==> src/rtl/y_adder_pkg.sv <==
// Shared definitions for the y_adder datapath adder.
//   ADDER_WIDTH : default operand/sum width
//   word_t      : one ADDER_WIDTH-bit datapath word
package y_adder_pkg;

  localparam int ADDER_WIDTH = 32;

  typedef logic [ADDER_WIDTH-1:0] word_t;

endpackage : y_adder_pkg

==> src/rtl/y_adder_yadder1.sv <==
// yAdder1: single-bit full adder built from gate primitives.
// Ports:
//   z    : sum bit,   a ^ b ^ cin
//   cout : carry out, (a & b) | (cin & (a ^ b))
//   a, b : operand bits
//   cin  : carry in
module yAdder1 (
  output logic z,
  output logic cout,
  input  logic a,
  input  logic b,
  input  logic cin
);

  logic axb;
  logic g;
  logic p;

  xor u_x0 (axb, a, b);
  xor u_x1 (z, axb, cin);
  and u_a0 (g, a, b);
  and u_a1 (p, cin, axb);
  or  u_o0 (cout, g, p);

endmodule : yAdder1

==> src/rtl/y_adder.sv <==
// y_adder: parameterised ripple-carry adder, z = a + b + cin, with carry-out.
// The sum/carry path is purely combinational and ignores clk/rst; a registered
// copy of the result plus a two's-complement overflow flag is captured every
// rising clk edge for pipelined consumers.
// Ports:
//   z      : combinational sum, (a + b + cin) mod 2^WIDTH
//   cout   : combinational carry out of the MSB
//   a, b   : operands
//   cin    : carry into the LSB
//   clk    : clock, registers update on rising edge
//   rst    : asynchronous active-high reset, clears registered outputs
//   z_r    : registered z
//   cout_r : registered cout
//   ovf_r  : registered signed overflow
module y_adder
  import y_adder_pkg::*;
#(
  parameter int WIDTH = ADDER_WIDTH
) (
  output logic [WIDTH-1:0] z,
  output logic             cout,
  input  logic [WIDTH-1:0] a,
  input  logic [WIDTH-1:0] b,
  input  logic             cin,
  input  logic             clk,
  input  logic             rst,
  output logic [WIDTH-1:0] z_r,
  output logic             cout_r,
  output logic             ovf_r
);

  // c[i] is the carry into bit i; c[0] is cin and c[WIDTH] the carry out.
  wire [WIDTH:0] c;
  logic          ovf_p0;

  logic [WIDTH-1:0] z_p1;
  logic             cout_p1;
  logic             ovf_p1;

  assign c[0] = cin;

  for (genvar i = 0; i < WIDTH; i++) begin : g_bit
    yAdder1 u_fa (
      .z    (z[i]),
      .cout (c[i+1]),
      .a    (a[i]),
      .b    (b[i]),
      .cin  (c[i])
    );
  end

  assign cout = c[WIDTH];

  // Overflow when the carry into the sign bit differs from the carry out of
  // it. For WIDTH == 1 the carry into the sign bit is cin itself.
  assign ovf_p0 = c[WIDTH] ^ c[WIDTH-1];

  // ---- stage p0 -> p1: capture register ----
  always_ff @(posedge clk or posedge rst) begin
    if (rst) begin
      z_p1    <= '0;
      cout_p1 <= 1'b0;
      ovf_p1  <= 1'b0;
    end else begin
      z_p1    <= z;
      cout_p1 <= cout;
      ovf_p1  <= ovf_p0;
    end
  end

  assign z_r    = z_p1;
  assign cout_r = cout_p1;
  assign ovf_r  = ovf_p1;

endmodule : y_adder

==> config.mk <==
export PLATFORM = sky130hd
export DESIGN_NAME = y_adder
export DESIGN_NICKNAME = d
export VERILOG_FILES = /design/src/rtl/y_adder_pkg.sv /design/src/rtl/y_adder_yadder1.sv /design/src/rtl/y_adder.sv
export SDC_FILE = /design/constraint.sdc
export NUM_CORES = 1
export LEC_CHECK = 0
export CORE_MARGIN = 2
export CORE_UTILIZATION = 37
export CTS_CLUSTER_DIAMETER = 30
export DETAILED_ROUTE_END_ITERATION = 10
export GPL_ROUTABILITY_DRIVEN = 0
export PLACE_DENSITY = 0.87
export SYNTH_ARGS = -nofsm -noshare
export SYNTH_HDL_FRONTEND = slang
export SYNTH_SLANG_ARGS = --single-unit
export TNS_END_PERCENT = 5
==> constraint.sdc <==
create_clock -name clk -period 56.7 [get_ports clk]
set_input_delay 11.34 -clock clk [delete_from_list [all_inputs] [get_ports clk]]
set_output_delay 11.34 -clock clk [all_outputs]
set_load 0.005 [all_outputs]
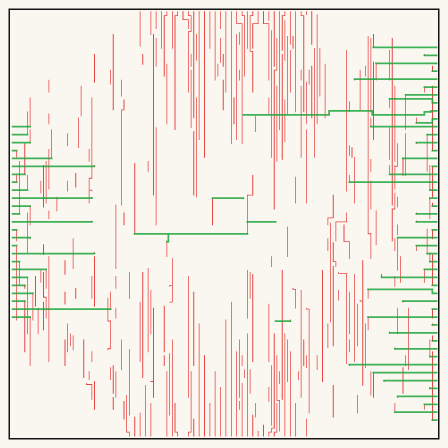
*Metal layers overlaid*
Only two layers are drawn.
[green] M3 | wire length: 431 um
[red] M2 | wire length: 2240 um
overall global routing resource usage: 15.4%
final routed wire length divided by cell count: 14.2 um
total via count in the routed design: 1154
total routed wirelength: 3.90 mm

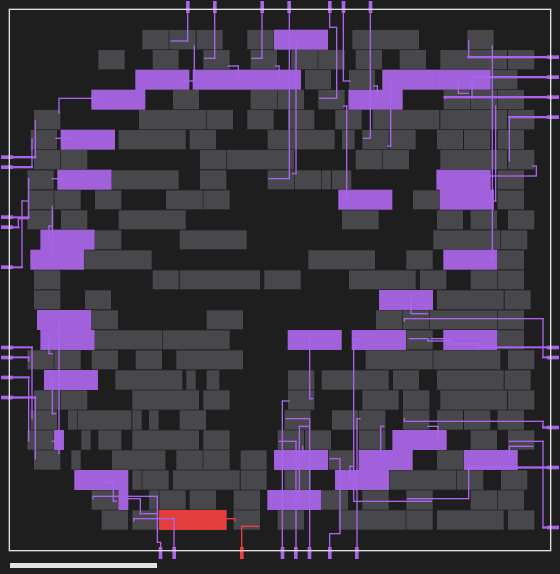
*Wires at chosen ports, followed through buffers*
Scale bar: 20 um.
[purple] a | direction: input | end cells: 32 | buffers: 32 | wire: 687 um
[red] cout_r | direction: output | end cells: 1 | buffers: 1 | wire: 6.90 um
count of input and output buffers: 133
I/O pins: 134

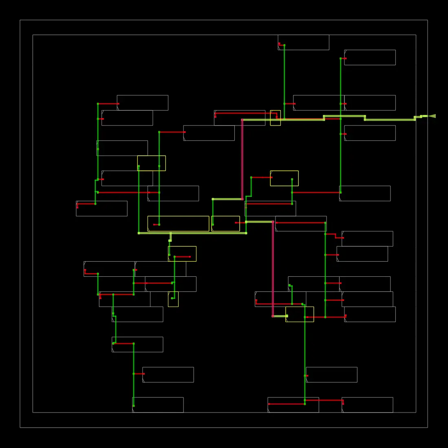
*Clock routing*
number of sinks on the clock net: 34
CTS buffer count: 5
final sequential cell count: 34
Layout clock buffers: 5

==> job_summary.md <==
### Flow metrics

| Metric | Value |
|---|---|
| Leading cell types by count after synthesis | dfrtp_1 (34), buf_4 (32), fa_1 (32) |
| Element type at the critical path end | output pin |
| Compound-cell area share of the yosys netlist | 0% |
| Post-synth top area share | between 40 and 50% |
| Levels on crit path | 38 |
| Setup repair after global routing missed its margin | false |
| Setup-failing EPs final | 0 |
| Data required time of the worst path | between 40 and 50 ns |
| Global-route wire length before repair | 6.07 mm |
| Post-synthesis xor/xnor area fraction | 0.492% |
| Multi-input gate share of the layout cell area | 21.2% |
| Clk. pwr | 0.0214 mW |
| Root buffer cell | clkbuf_8 |
| Critical Path Start | a[0] |
| Yosys chip area | 0.00178 mm2 |
| Seq/Total Area, Yosys | 47.8% |
| P_sw | 0.0202 mW |
| Count of mapped cells out of synthesis | 110 |
| Detailed router's first-iteration violation count | 19 |
| Tool warnings | 26 |
| Post-synthesis area per instance | 16.2 um2 |
| Multi-input gate area | 649 um2 |
| Count of synthesis-stage warnings from yosys | 0 |
| Non-clock inverter count | 11 |
| Category of the critical setup timing path | input pin to output pin |
| DRC | 0 |
| Met3 Routed Length | around 430 um |
| Detailed placer's ending HPWL | ~3.4 mm |
| Met1 track utilization from global routing | 15.9% |
| Length of routed wiring on met1 | roughly 1.2 mm |
| Total grt overflow | 0 |
| Post-route core utilization | 65.1% |
| Detail-routed via count per cell | 4.21 |
| CTS tree | built |
| Post-CTS setup buffer count | 0 |
| Cells in synth_stat.txt | 110 |
| Area occupied by registers | approximately 850 um2 |
| Post-route setup slack | 20.32 ns |
| Synth Area in Adders | 36.0% |
| Library cell with the largest summed area after synthesis | dfrtp_1 |
| Internal power consumption | 0.0649 mW |
| Horizontal extent of the die | 73.4 um |
| Worst Path Max Fanout | 2 |
| Top flip-flop cell by instance count after synthesis | dfrtp_1 |
| Number of antenna violations at the first check in global routing | 0 |
| Clk slew on worst S/H paths | 0.07 ns |
| Total power | 0.0851 mW |
| Flop+latch power | around 0.030 mW |
| Detailed-router iteration count before antenna repair | 4 |
| Slowest Stage Delay on Critical Path | 0.50 ns |
| Synthesized area | 0.00178 mm2 |
| Cell with the most instances after synthesis | dfrtp_1 |
| Flip-flops with a built-in enable | 0 |
| Vias in the first global route | ~1300 |
| Top Layer Used | met4 |
| Filler cell count in the final layout | 360 |
| Flops out of synthesis | 34 |
| Post-placement worst setup slack | 20.25 ns |
| Sequential share of cell area | 27.8% |
| Final #Nets | 318 |
| Comb pwr share | between 30% and 40% |
| Top Consumer | combinational cells |
| Met3 Usage GRT | 5.21% |
| Final hold viol count | 0 |
| Max IR drop VDD | approximately 14 uV |
| Proportion of synthesized flip-flops having asynchronous set or reset | 100% |
| FP Rows | 25 |
| Worst hold path class | input pin to asynchronous set/reset pin |
| GRT busiest layer | met2 |
| Reg power frac | a little over a third |
| Setup crit start kind | input pin |
| Instance area at placement | approximately 0.0029 mm2 |
| Crit-path most repeated cell | fa_1 |
| Power of the combinational group | 0.0336 mW |
| Dominant cells by area after synthesis | dfrtp_1 (48%), fa_1 (36%), buf_4 (13%) |
| Count of unique library cells instantiated by Yosys | 5 |
| Number of tapcells | 54 |
| Signal arrival time at the worst endpoint | 25.04 ns |
| Number of buffers and inverters on the critical path | 6 |
| Most instantiated logic cells after routing | clkdlybuf4s50_1 (133), dfrtp_1 (34), fa_1 (32) |
| Htree depth | 2 |
| Area fraction in mux cells | 0% |
| Clk network pwr share | 25.2% |
| Sw frac | 23.8% |
| Slowest cell on the critical path | clkdlybuf4s50_1 |
| Result of the run | complete, no violations |
Power is estimated from default activity; no workload was simulated.
